Fig. 1: run 1, the metal 1 layer
Scale bar: 20 um. Supply wires on this layer in grey.
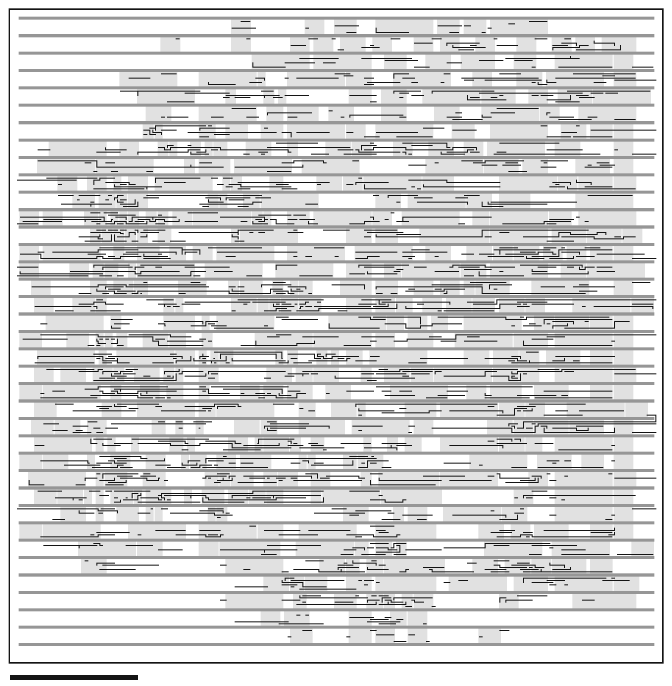
Fig. 2: run 1, register map, names as in the netlist
Scale bar: 20 um. Other sequential cells in the stronger grey, the rest of the logic in the fainter grey.
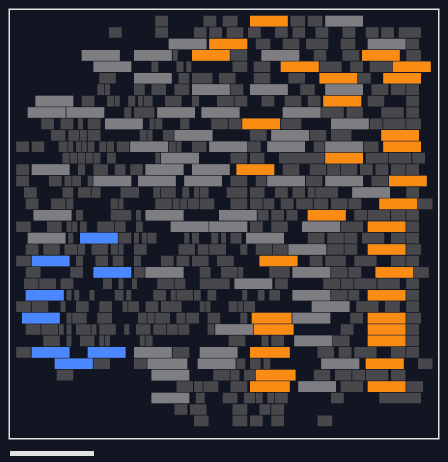
Fig. 3: run 1, nets reached from selected ports
Scale bar: 20 um.
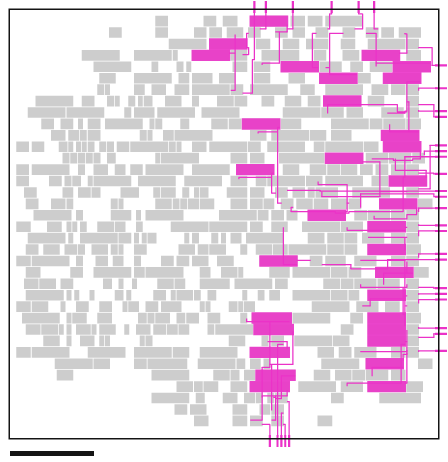
$ cat src/rtl/instruction_fetch_if.sv
// Instruction-memory read port: word-addressed request/ready handshake between
// the fetch stage (master) and instruction memory (slave).
interface instruction_fetch_if #(
    parameter int PC_W    = 8,
    parameter int INSTR_W = 32
);
    logic               imem_req;
    logic [PC_W-1:0]    imem_addr;
    logic               imem_ready;
    logic [INSTR_W-1:0] imem_rdata;

    modport master (
        output imem_req,
        output imem_addr,
        input  imem_ready,
        input  imem_rdata
    );

    modport slave (
        input  imem_req,
        input  imem_addr,
        output imem_ready,
        output imem_rdata
    );
endinterface

$ cat src/rtl/instruction_fetch.sv
// Fetch stage: owns the PC, reads instruction memory, delivers one registered
// instruction per cycle with stall skid buffering and branch redirect/squash.
module instruction_fetch #(
    parameter int                 PC_W      = 8,
    parameter int                 INSTR_W   = 32,
    parameter logic [PC_W-1:0]    RESET_PC  = 8'h00,
    parameter logic [INSTR_W-1:0] NOP_INSTR = 32'hF800_0000
) (
    input  logic                clk,
    input  logic                rst,
    input  logic                stall,
    input  logic                branch_taken,
    input  logic [PC_W-1:0]     branch_target,
    instruction_fetch_if.master imem,
    output logic [PC_W-1:0]     outPC,
    output logic [INSTR_W-1:0]  outInstruction,
    output logic                out_valid
);

    typedef enum logic [1:0] {
        IDLE    = 2'd0,
        FETCH   = 2'd1,
        STALLED = 2'd2,
        DISCARD = 2'd3
    } state_t;

    state_t             state_r, state_s;
    logic [PC_W-1:0]    pc_r, pc_s, pc_inc_s;
    logic [PC_W-1:0]    redirect_r, redirect_s;
    logic [PC_W-1:0]    skid_pc_r, skid_pc_s;
    logic [INSTR_W-1:0] skid_instr_r, skid_instr_s;
    logic               skid_valid_r, skid_valid_s;
    logic [PC_W-1:0]    out_pc_r, out_pc_s;
    logic [INSTR_W-1:0] out_instr_r, out_instr_s;
    logic               out_valid_r, out_valid_s;
    logic               req_r, req_s;

    assign pc_inc_s = pc_r + {{(PC_W-1){1'b0}}, 1'b1};

    // Next-state and next-output decode; branch outranks stall in every active state.
    always_comb begin
        state_s      = state_r;
        pc_s         = pc_r;
        redirect_s   = redirect_r;
        skid_pc_s    = skid_pc_r;
        skid_instr_s = skid_instr_r;
        skid_valid_s = skid_valid_r;
        out_pc_s     = out_pc_r;
        out_instr_s  = out_instr_r;
        out_valid_s  = out_valid_r;
        case (state_r)
            IDLE: begin
                state_s = FETCH;
            end
            FETCH: begin
                if (branch_taken) begin
                    skid_valid_s = 1'b0;
                    out_instr_s  = NOP_INSTR;
                    out_valid_s  = 1'b0;
                    if (imem.imem_ready) begin
                        pc_s    = branch_target;
                        state_s = FETCH;
                    end else begin
                        // Outstanding read must retire at the old address before redirecting.
                        redirect_s = branch_target;
                        state_s    = DISCARD;
                    end
                end else if (imem.imem_ready) begin
                    pc_s = pc_inc_s;
                    if (stall) begin
                        skid_pc_s    = pc_inc_s;
                        skid_instr_s = imem.imem_rdata;
                        skid_valid_s = 1'b1;
                        state_s      = STALLED;
                    end else begin
                        out_pc_s    = pc_inc_s;
                        out_instr_s = imem.imem_rdata;
                        out_valid_s = 1'b1;
                        state_s     = FETCH;
                    end
                end else if (stall) begin
                    state_s = FETCH;
                end else begin
                    out_instr_s = NOP_INSTR;
                    out_valid_s = 1'b0;
                end
            end
            STALLED: begin
                if (branch_taken) begin
                    pc_s         = branch_target;
                    skid_valid_s = 1'b0;
                    out_instr_s  = NOP_INSTR;
                    out_valid_s  = 1'b0;
                    state_s      = FETCH;
                end else if (!stall) begin
                    if (skid_valid_r) begin
                        out_pc_s    = skid_pc_r;
                        out_instr_s = skid_instr_r;
                        out_valid_s = 1'b1;
                    end else begin
                        out_instr_s = NOP_INSTR;
                        out_valid_s = 1'b0;
                    end
                    skid_valid_s = 1'b0;
                    state_s      = FETCH;
                end else begin
                    state_s = STALLED;
                end
            end
            DISCARD: begin
                if (imem.imem_ready) begin
                    pc_s         = branch_taken ? branch_target : redirect_r;
                    skid_valid_s = 1'b0;
                    out_instr_s  = NOP_INSTR;
                    out_valid_s  = 1'b0;
                    state_s      = FETCH;
                end else if (branch_taken) begin
                    redirect_s   = branch_target;
                    skid_valid_s = 1'b0;
                    out_instr_s  = NOP_INSTR;
                    out_valid_s  = 1'b0;
                end else begin
                    state_s = DISCARD;
                end
            end
            default: begin
                state_s = IDLE;
            end
        endcase
        req_s = (state_s == FETCH) || (state_s == DISCARD);
    end

    // State, PC, skid and output registers; reset drops the request immediately.
    always_ff @(posedge clk or negedge rst) begin
        if (!rst) begin
            state_r      <= IDLE;
            pc_r         <= RESET_PC;
            redirect_r   <= {PC_W{1'b0}};
            skid_pc_r    <= {PC_W{1'b0}};
            skid_instr_r <= {INSTR_W{1'b0}};
            skid_valid_r <= 1'b0;
            out_pc_r     <= {PC_W{1'b0}};
            out_instr_r  <= NOP_INSTR;
            out_valid_r  <= 1'b0;
            req_r        <= 1'b0;
        end else begin
            state_r      <= state_s;
            pc_r         <= pc_s;
            redirect_r   <= redirect_s;
            skid_pc_r    <= skid_pc_s;
            skid_instr_r <= skid_instr_s;
            skid_valid_r <= skid_valid_s;
            out_pc_r     <= out_pc_s;
            out_instr_r  <= out_instr_s;
            out_valid_r  <= out_valid_s;
            req_r        <= req_s;
        end
    end

    assign imem.imem_req   = req_r;
    assign imem.imem_addr  = pc_r;
    assign outPC           = out_pc_r;
    assign outInstruction  = out_instr_r;
    assign out_valid       = out_valid_r;

endmodule

$ cat src/flat_wrapper.sv
// flat-port wrapper written by rule: the top's interface ports become plain ports
module instruction_fetch_flat 
#(
    parameter int                 PC_W      = 8,
    parameter int                 INSTR_W   = 32,
    parameter logic [PC_W-1:0]    RESET_PC  = 8'h00,
    parameter logic [INSTR_W-1:0] NOP_INSTR = 32'hF800_0000
)
  (clk, rst, stall, branch_taken, branch_target, outPC, outInstruction, out_valid, imem_imem_req, imem_imem_addr, imem_imem_ready, imem_imem_rdata);
  instruction_fetch_if #(.PC_W(PC_W), .INSTR_W(INSTR_W)) imem_i ();
  input  logic clk;
  input  logic rst;
  input  logic stall;
  input  logic branch_taken;
  input  logic [PC_W-1:0] branch_target;
  output logic [PC_W-1:0] outPC;
  output logic [INSTR_W-1:0] outInstruction;
  output logic out_valid;
  output wire logic [$bits(imem_i.imem_req)-1:0] imem_imem_req;
  output wire logic [$bits(imem_i.imem_addr)-1:0] imem_imem_addr;
  input wire logic [$bits(imem_i.imem_ready)-1:0] imem_imem_ready;
  input wire logic [$bits(imem_i.imem_rdata)-1:0] imem_imem_rdata;
  assign imem_imem_req = imem_i.imem_req;
  assign imem_imem_addr = imem_i.imem_addr;
  assign imem_i.imem_ready = imem_imem_ready;
  assign imem_i.imem_rdata = imem_imem_rdata;
  instruction_fetch #(.PC_W(PC_W), .INSTR_W(INSTR_W), .RESET_PC(RESET_PC), .NOP_INSTR(NOP_INSTR)) u_core (.clk(clk), .rst(rst), .stall(stall), .branch_taken(branch_taken), .branch_target(branch_target), .imem(imem_i), .outPC(outPC), .outInstruction(outInstruction), .out_valid(out_valid));
endmodule
$ cat config.mk
export PLATFORM = sky130hd
export DESIGN_NAME = instruction_fetch_flat
export DESIGN_NICKNAME = d
export VERILOG_FILES = /design/src/rtl/instruction_fetch_if.sv /design/src/rtl/instruction_fetch.sv /design/src/flat_wrapper.sv
export SDC_FILE = /design/constraint.sdc
export NUM_CORES = 1
export LEC_CHECK = 0
export ABC_CLOCK_PERIOD_IN_PS = 1850
export CAP_MARGIN = 20
export CORE_UTILIZATION = 48
export CTS_BUF_LIST = sky130_fd_sc_hd__clkbuf_4 sky130_fd_sc_hd__clkbuf_8
export CTS_CLUSTER_DIAMETER = 80
export DETAILED_ROUTE_END_ITERATION = 6
export GPL_TIMING_DRIVEN = 0
export MAX_ROUTING_LAYER = met4
export PLACE_DENSITY = 0.73
export SLEW_MARGIN = 20
export SYNTH_ARGS = -nofsm -noshare
export SYNTH_HDL_FRONTEND = slang
export SYNTH_SLANG_ARGS = --single-unit
$ cat constraint.sdc
create_clock -name clk -period 1.85 [get_ports clk]
set_input_delay 0.37 -clock clk [delete_from_list [all_inputs] [get_ports clk]]
set_output_delay 0.37 -clock clk [all_outputs]
set_load 0.05 [all_outputs]
==> flow_summary_export.csv, run 1 <==
group,metric,value,unit
yosys,synth.most_common_cell,"dfrtp_1",
setup_path,path_class,"input pin to flip-flop",
final_timing,fmax,556,MHz
floorplanning,die_w,102,um
final_timing,setup_viol,0,
pwr,p_leak,0.00285,uW
placement,gp_congestion,0.881,
clocking,post_cts_buffers,0,
pwr,peakVddDrop,594,uV
clocking,htreeDepth,3,
yosys,yosysCellCount,382,
detailed_routing,viasPerCell,5.38,
setup_path,r2r_end,"u_core.outInstruction[19]",
setup_path,cp_data_required_time,2.10,ns
clocking,cts_made_buffers,9,
final_timing,worst_pin_slew,0.558,ns
clocking,cts_tree,"built",
clocking,clock_path_buffers,2,
final_layout,logic_area,0.00206,mm^2
final_layout,layout_top_cell,"dfrtp_1",
yosys,flop_cell,"dfrtp_1",
yosys,synthMuxAreaShare,19.9,%
pwr,report.power.total,6280,uW
setup_path,path_buffers,2,
setup_path,r2r_cells,7,
yosys,syn_inst,382,
setup_path,critPathCaptureType,"flip-flop",
setup_path,path_delay_family,"buffers and inverters",
final_timing,slew_headroom,62.9,%
detailed_routing,routed_wl,10000,um
yosys,topCellsByArea,"dfrtp_1, mux2_2, mux2_4",
yosys,synth.distinct_cells,45,
yosys,common_cells,"dfrtp_1, mux2_2, a22o_1",
pwr,seq_power_share,47.0,%
placement,dpl.cell_count,608,
yosys,edf_count,0,
pwr,powerDensity,1030,mW/mm^2
clocking,ctsResizeCount,54,
yosys,async_reset_ff_share,100,%
clocking,clock-sinks,100,
detailed_routing,dr_wl_met3,531,um
setup_path,cp-startpoint,"stall",
grt,grt_overflow,0,
detailed_routing,top_layer_used,"met4",
final_layout,logic_gate_count,245,
final_timing,finClkSkew,0.00741,ns
detailed_routing,num_vias,3381,
final_layout,flop-count,100,
final_layout,insertedDiodeCount,0,
clocking,hold_buffers,1,
pwr,p_sw_share,34.8,%
final_layout,utilization,62.7,%
yosys,top_area_share,49.6,%
floorplanning,io_pins,95,
yosys,fa_ha_area_share,0.261,%
setup_path,critPathArrivalTime,2.05,ns
grt,grt_usage,21.1,%
detailed_routing,drc,0,
floorplanning,fp.coreArea,0.00973,mm^2
final_layout,layout.nonclk_buf_share,18.6,%
job,tool_warnings,26,
placement,io_buffers,92,
final_layout,seq_share,41.1,%
hold_path,holdPathStages,4,
final_layout,dominant_cells,"flip-flops and latches",
hold_path,holdCritPathClass,"input pin to flip-flop",
pwr,clkPwrFrac,21.5,%
floorplanning,die_h,102,um
final_layout,fin_cells,629,
yosys,ys.flops,100,
setup_path,crit_path_end,"u_core.outInstruction[19]",
final_layout,nClkBuffers,9,
floorplanning,std_cell_rows,36,
final_layout,nNonClkBuffers,127,
final_layout,seq_area,0.00251,mm^2
run_status,status,"finished clean",
grt,globalRouteMet1Util,26.9,%
final_layout,fill_cells,823,
setup_path,worst-path-max-fanout,10,
setup_path,cp_slowest_cell,"clkdlybuf4s50_1",
clocking,clk_pin_slew,0.09,ns
final_layout,comb_area_share,33.8,%
final_layout,final-clk-cell-share,3.12,%
floorplanning,fp_util,49.3,%
setup_path,cp_cell_sequence,"clkdlybuf4s50_1 > nand2b_2 > a21oi_2 > nor2_4 > buf_4 > mux2_4",
clocking,clock_latency,0.36,ns
grt,grt_max_degree,61,
yosys,ys_seq_share,52.3,%
setup_path,cp-start-kind,"input pin",
pwr,p_int,4090,uW
detailed_routing,wl_per_cell,16.0,um
yosys,syn-cell-area,0.00479,mm^2
detailed_routing,drt_iter0_markers,63,
detailed_routing,met2_length,4830,um
floorplanning,taps,133,
grt,busiest_layer,"met2",
detailed_routing,final_antenna_net_count,0,
pwr,combinationalPowerShare,31.5,%
final_layout,drive_gt1_share,26.0,%
setup_path,r2r_start,"u_core.state_r[1]",
setup_path,rrSetupSlack,0.15,ns
yosys,logic_family,"multiplexers",
final_layout,nNonClkInverters,9,
detailed_routing,drt-pass1-iter-count,4,
yosys,simple_gate_area_share,7.10,%
final_timing,min_period_over_period,97.2,%
yosys,avgSynthCellArea,12.5,um^2
final_layout,num-nets-final,538,
final_timing,rsz0062_at_grt,"no",
yosys,aoi_share,14.7,%
pwr,switching_power,2180,uW
final_layout,final_cell_mix,"dfrtp_1, mux2_2, dlygate4sd2_1",
About Fig. 1:
nets with wire on the layer: 484
wire length on this layer: 4580 um
main direction: horizontal

About Fig. 2:
[blue] u_core.redirect_r | flops: 8
[orange] u_core.outInstruction | flops: 32

About Fig. 3:
[magenta] outInstruction | bits: 32 | direction: output | edge: 21 right, 6 top, 5 bottom | end cells: 32 | buffers: 32 | wire: 883 um

run 1: power by group through the flow:
stage / clock [uW] / sequential, uW / combinational, uW
floorplan: 0 / 3530 / 833
global placement: 0 / 2980 / 2040
detailed placement: 0 / 3000 / 2080
CTS: 1400 / 2960 / 1970
global route: 1490 / 3020 / 2130
finish: 1350 / 2950 / 1980
run 1: metrics by stage:
stage                     TNS [ns]  hold slack [ns]  instance area [um^2]
after detailed placement    -24.28            0.306                  5910
after global routing             0            0.414                  6100
after global placement     -342.94            0.465                  5880
after CTS                        0            0.401                  6060
final                            0            0.419                  6100
after floorplan                  0           0.0744                  4790
run 1: state kept, by name, indices dropped and copies added (netlist names), 8 cells and up:
register	count
u_core.imem.imem_addr	8
u_core.redirect_r	8
u_core.skid_instr_r	32
u_core.outPC	8
u_core.skid_pc_r	8
u_core.outInstruction	32
==> run 2: changes to the inputs <==
Settings changed: PLACE_DENSITY 0.73 to 0.75.
Fig. 4: run 2, track usage over the die
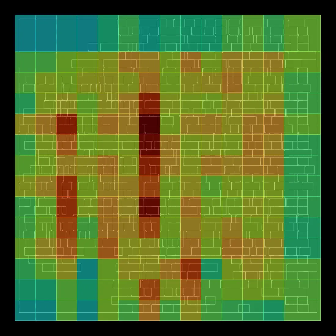
gr usage total: 21.6%
grt met1 use: 28.0%
met3 Usage GRT: 4.51%
GR peak layer: met2

Fig. 5: run 2, the metal 1 layer
Scale bar: 20 um. Supply wires on this layer in grey.
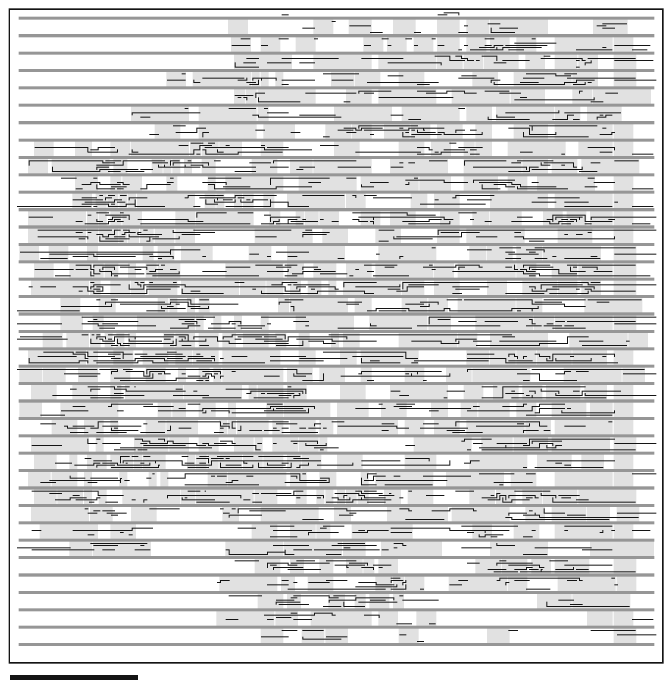
wire length on this layer: 4780 um
nets with wire on the layer: 491
share of all routed wire: 47%
longest straight run: 35.4 um

==> run 2 against run 1 <==
Effect of this change: global-route usage up 0.50 points; final area did not move; register-to-register slack worse by 0.03 ns; critical path depth shrank 5; flip-flop count stayed put; clock power decreased by 3%; combinational power about the same; cell count is 0.32% higher; sequential share of layout area is the same; clock-buffer cell count up 1.
==> flow_summary_export.csv, run 2 <==
group,metric,value,unit
clocking,clock-sinks,100,
pwr,powerClk,1310,uW
final_layout,dominant_cells,"flip-flops and latches",
floorplanning,std_cell_rows,36,
detailed_routing,routed_wl,10100,um
yosys,syn_inst,382,
setup_path,critPathArrivalTime,1.43,ns
setup_path,path_class,"flip-flop to output pin",
pwr,clkPwrFrac,21.0,%
yosys,syn-cell-area,0.00479,mm^2
yosys,simple_gate_area_share,7.10,%
clocking,clock_path_buffers,2,
placement,gp_congestion,0.862,
grt,grt_max_degree,67,
yosys,fa_ha_area_share,0.261,%
floorplanning,die_w,102,um
pwr,report.power.total,6240,uW
final_layout,fill_cells,835,
floorplanning,fp.coreArea,0.00973,mm^2
pwr,powerDensity,1020,mW/mm^2
pwr,seq-power,2940,uW
yosys,synthMuxAreaShare,19.9,%
hold_path,holdPathStages,4,
job,tool_warnings,27,
final_layout,layout.nonclk_buf_share,18.7,%
clocking,cts_made_buffers,9,
detailed_routing,met2_length,4770,um
yosys,async_reset_ff_share,100,%
setup_path,critPathCaptureType,"output pin",
detailed_routing,drt-pass1-iter-count,4,
yosys,flop_cell,"dfrtp_1",
final_timing,setup_tns,0,ns
floorplanning,io_pins,95,
detailed_routing,drt_iter0_markers,96,
pwr,pg_comb,1980,uW
final_timing,hold_ws,0.421,ns
grt,grt_overflow,0,
pwr,combinationalPowerShare,31.8,%
setup_path,worst-path-max-fanout,2,
hold_path,holdCritPathClass,"input pin to flip-flop",
yosys,ys.flops,100,
setup_path,cp_cell_sequence,"dlygate4sd2_1",
detailed_routing,top_layer_used,"met4",
setup_path,cp_data_required_time,1.48,ns
final_timing,slew_headroom,64.8,%
final_timing,min_period_over_period,97.1,%
run_status,status,"finished clean",
setup_path,crit_path_end,"outInstruction[30]",
yosys,edf_count,0,
clocking,clk_pin_slew,0.09,ns
final_layout,nNonClkInverters,9,
final_layout,final_cell_mix,"dfrtp_1, mux2_2, dlygate4sd2_1",
floorplanning,fp_util,49.3,%
setup_path,rrSetupSlack,0.12,ns
clocking,htreeDepth,3,
final_layout,comb_area_share,33.8,%
final_layout,nNonClkBuffers,128,
setup_path,path_delay_family,"flip-flops",
yosys,top_area_share,49.6,%
final_layout,utilization,62.7,%
yosys,logic_family,"multiplexers",
pwr,switching_power,2220,uW
Fig. 6: run 2, register map, names as in the netlist
Scale bar: 20 um. Other sequential cells in the stronger grey, the rest of the logic in the fainter grey.
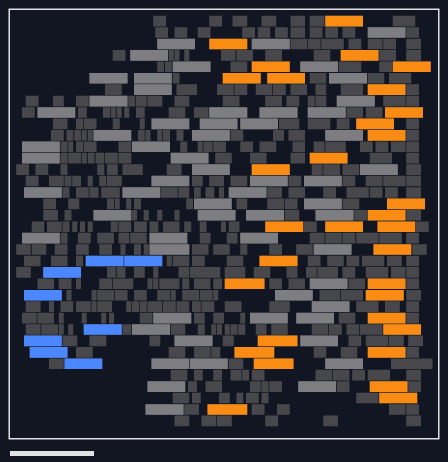
[blue] u_core.redirect_r | flops: 8
[orange] u_core.outInstruction | flops: 32
not coloured: 60

[run 2: cell count changes in the layout (fill, tap and decap cells not counted), sizes merged]
cell	before	now
bufinv	1	0
inv	9	11
clkinvlp	3	1
clkinv	2	3
clkbuf	18	22
buf	26	24
[run 2: per-stage QoR]
| step | instances | instance area (um^2) |
|---|---|---|
| after floorplan | 382 | 4790 |
| after global placement | 607 | 5880 |
| after detailed placement | 608 | 5910 |
| after CTS | 625 | 6050 |
| after global routing | 631 | 6100 |
| final | 631 | 6100 |
[run 2: repair_timing]
action / 4_1_cts / 5_1_grt
endpoints found under the setup margin: 82 / 43
hold endpoints to repair: 29 / 0
hold buffers: 1 / 0
setup buffers: 0 / 6
cloned: 0 / 0
resized: 51 / 3
pin swaps: 0 / 2
Power is estimated from default activity; no workload was simulated.
